**Port wiring**

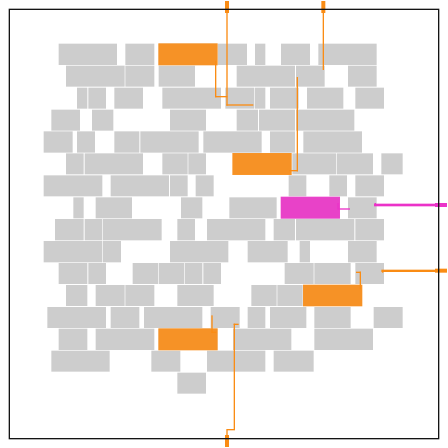
**Ports around the boundary**

Pins as bars across the die edge, other pins in grey.
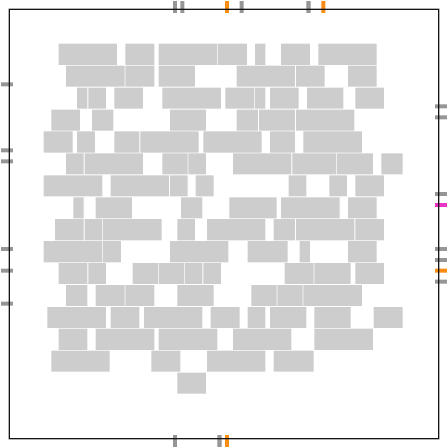
**Placement view**

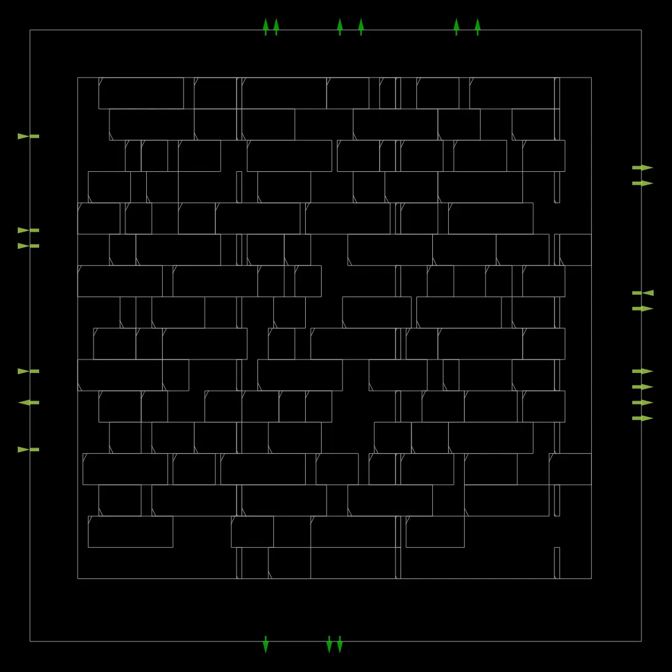
==> config.mk <==
export PLATFORM = sky130hd
export DESIGN_NAME = multi_channel_sync_debounce_flat
export DESIGN_NICKNAME = d
export VERILOG_FILES = /design/src/rtl/multi_channel_sync_debounce_if.sv /design/src/rtl/multi_channel_sync_debounce.sv /design/src/flat_wrapper.sv
export SDC_FILE = /design/constraint.sdc
export NUM_CORES = 1
export LEC_CHECK = 0
export CAP_MARGIN = 20
export CORE_MARGIN = 4
export CORE_UTILIZATION = 51
export DETAILED_ROUTE_END_ITERATION = 8
export HOLD_SLACK_MARGIN = 0.12
export PLACE_DENSITY = 0.84
export SKIP_CTS_REPAIR_TIMING = 1
export SYNTH_ARGS = -nofsm -noshare
export SYNTH_HDL_FRONTEND = slang
export SYNTH_SLANG_ARGS = --single-unit
==> constraint.sdc <==
create_clock -name clk -period 2.1 [get_ports clk]
set_input_delay 0.42 -clock clk [delete_from_list [all_inputs] [get_ports clk]]
set_output_delay 0.42 -clock clk [all_outputs]
set_load 0.01 [all_outputs]
==> results.txt <==
run results: Layout Nets=114, Final clock-cell share=4.243%, Slew @ Worst Pin=276.3 ps, Pwr Density=720.3 nW/um^2, EDFF count, synth=0, clock latency on the worst-skew pair=310 ps, ordered list of cells on the worst path=clkdlybuf4s50_1, clk_skew=6.738 ps, Place WS=533.3 ps, Leak=0.4719 nW, Comb area share=30.86%, hold slack=428.7 ps, fin crit period=1711 ps, worst hold path depth=1, critical path fanouts, max=5, CTS Buffer Depth=2, routability congestion estimate=0.6852, Non-CTS buffers=23, top-count cell post-synth=dfxtp_1, Power Total=934.6 uW, first-pass GRT wire length=2484 um, Log Warnings=26, area leader, netlist=dfxtp_1, Ant. Diodes=0, Commonest cells post-synth=dfxtp_1 (29), nor2b_1 (8), and4bb_2 (6), final setup fails=0, worst rel slew slack=81.45%, Crit path depth=1, Worst setup SP type=register, maximum clock rate=584.3 MHz, Async SR Flop Fraction=0%, placed cell area=1242 um^2, drt first-iter violations=4, reg2reg setup slack=1060 ps, clkbuf count=7, worst path bufs/invs=1, Total Routing Usage GR=12.89%, YS warnings=0, FF/Latch Area=580.6 um^2, Commonest Layout Cell=dfxtp_1, most frequent cells in the layout=dfxtp_1 (29), clkdlybuf4s50_1 (22), nor2b_1 (8), cell count listed in synth_stat.txt=81, #MultiIn Comb=45, syn nets=91, Synth area leaders=dfxtp_1 (56%), and4bb_2 (7.2%), ha_1 (4.8%), Layout Cells excl Fill=131, Seq share, synth=55.97%, Worst VDD drop=0.0004459 V, status=complete, no violations, Netlist cell types=17, fin area=1297 um^2, Setup WS post-layout=388.6 ps, CP peak stage delay=570 ps, mapped cell area=1037 um^2, Final Max Tran Viols=0, routed vias=631, RSZ-0062 raised after global routing=no, CTS tree=yes, register clock-pin slew on the reported worst setup and hold paths=90 ps, area of the multi-input gates=400.4 um^2, DP Cell Count=124, final worst-path cycle share=81.50%, Worst EP required=1680 ps, Filler cells=168, Num CTS Buffers=5, DRC Markers=0, antenna-violating nets left=0, largest net degree at the start of global routing=30, Vias/cell=4.817, post-synthesis cell count=81, H-Tree Depth=2, top cell category=flip-flops and latches, FP Util=53.41%, critical path's slowest cell=clkdlybuf4s50_1, Critical Path End Type=primary output, R2R depth=2, vias in the first global route=602, Hold Path Class=reg2reg, routed len/inst=11.69 um, Rows=16, Dominant cell area share=55.97%, nonclk inv count=0, Arr. time, crit path=1290 ps, Data buffer area share=17.55%, initial antenna violation count=0, share of layout cells above drive strength 1=15.38%, total congestion overflow=0, CTS sink cnt=29, syn_area_per_cell=12.81 um^2, register bit total from synthesis=29, cell family with most CP delay=buffers and inverters, Area Growth Syn to Fin=25.09%, Initial DRT Pass Iterations=4, final hold vios=0, Dominant Register Cell=dfxtp_1, Detailed Place HPWL=1062 um, Max-Cap Viols=0, critical path type=reg2out, core region area=1942 um^2, chip area=2819 um^2, CTS root buf=clkbuf_4, synthesis area per yosys=1037 um^2, Setup TNS=0 ps, Post-Route WL=1532 um
Back to the opening pictures, 'port wiring':
[magenta] bus_change_any | bits: 1 | direction: output | end cells: 1 | buffers: 1 | wire: 9.80 um
[orange] bus_fall_pulse | bits: 4 | direction: output | end cells: 4 | buffers: 4 | wire: 66.8 um
io pins: 23
PortBufs: 22

Back to the opening pictures, 'ports around the boundary':
[orange] bus_fall_pulse | pins: 4 | direction: output | edge: 2 top, 1 right, 1 bottom
[magenta] bus_change_any | pins: 1 | direction: output | edge: right
all pins by edge: 8 right, 6 left, 6 top, 3 bottom
Die W: 53.10 um
die height: 53.10 um

Back to the opening pictures, 'placement view':
register share of the cell area: 44.74%
Layout Utilization: 66.82%
# Taps: 27
flop count: 29

layer usage:
metal	GRT usage (%)	share of wire, %	vias up
met5	0	0	-
met4	6.383	0.78	0
met1	13.91	46	283
met2	19.83	46	18
met3	7.606	7.1	2
li1	-	-	328
cells by family (layout without fill, tap and decap cells):
group                    Yosys count  count (layout)  synth area share (%)
AND-OR/OR-AND                      1               1                 1.569
buffers and inverters              7              30                 5.428
multiplexers                       4               4                 3.860
XOR/XNOR                           4               4                 3.377
adder cells (fa/ha/maj)            4               4                 4.825
flip-flops                        29              29                 55.97
AND/OR/NAND/NOR                   32              32                 24.97
report_power, final:
part | switching (mW) | total (mW) | internal, mW | leakage (nW)
Sequential | 0.00614 | 0.565 | 0.559 | 0.236
Combinational | 0.0157 | 0.0403 | 0.0246 | 0.205
Clock | 0.171 | 0.329 | 0.158 | 0.0314
No activity file was given, so power comes from the tool's default toggle rates.
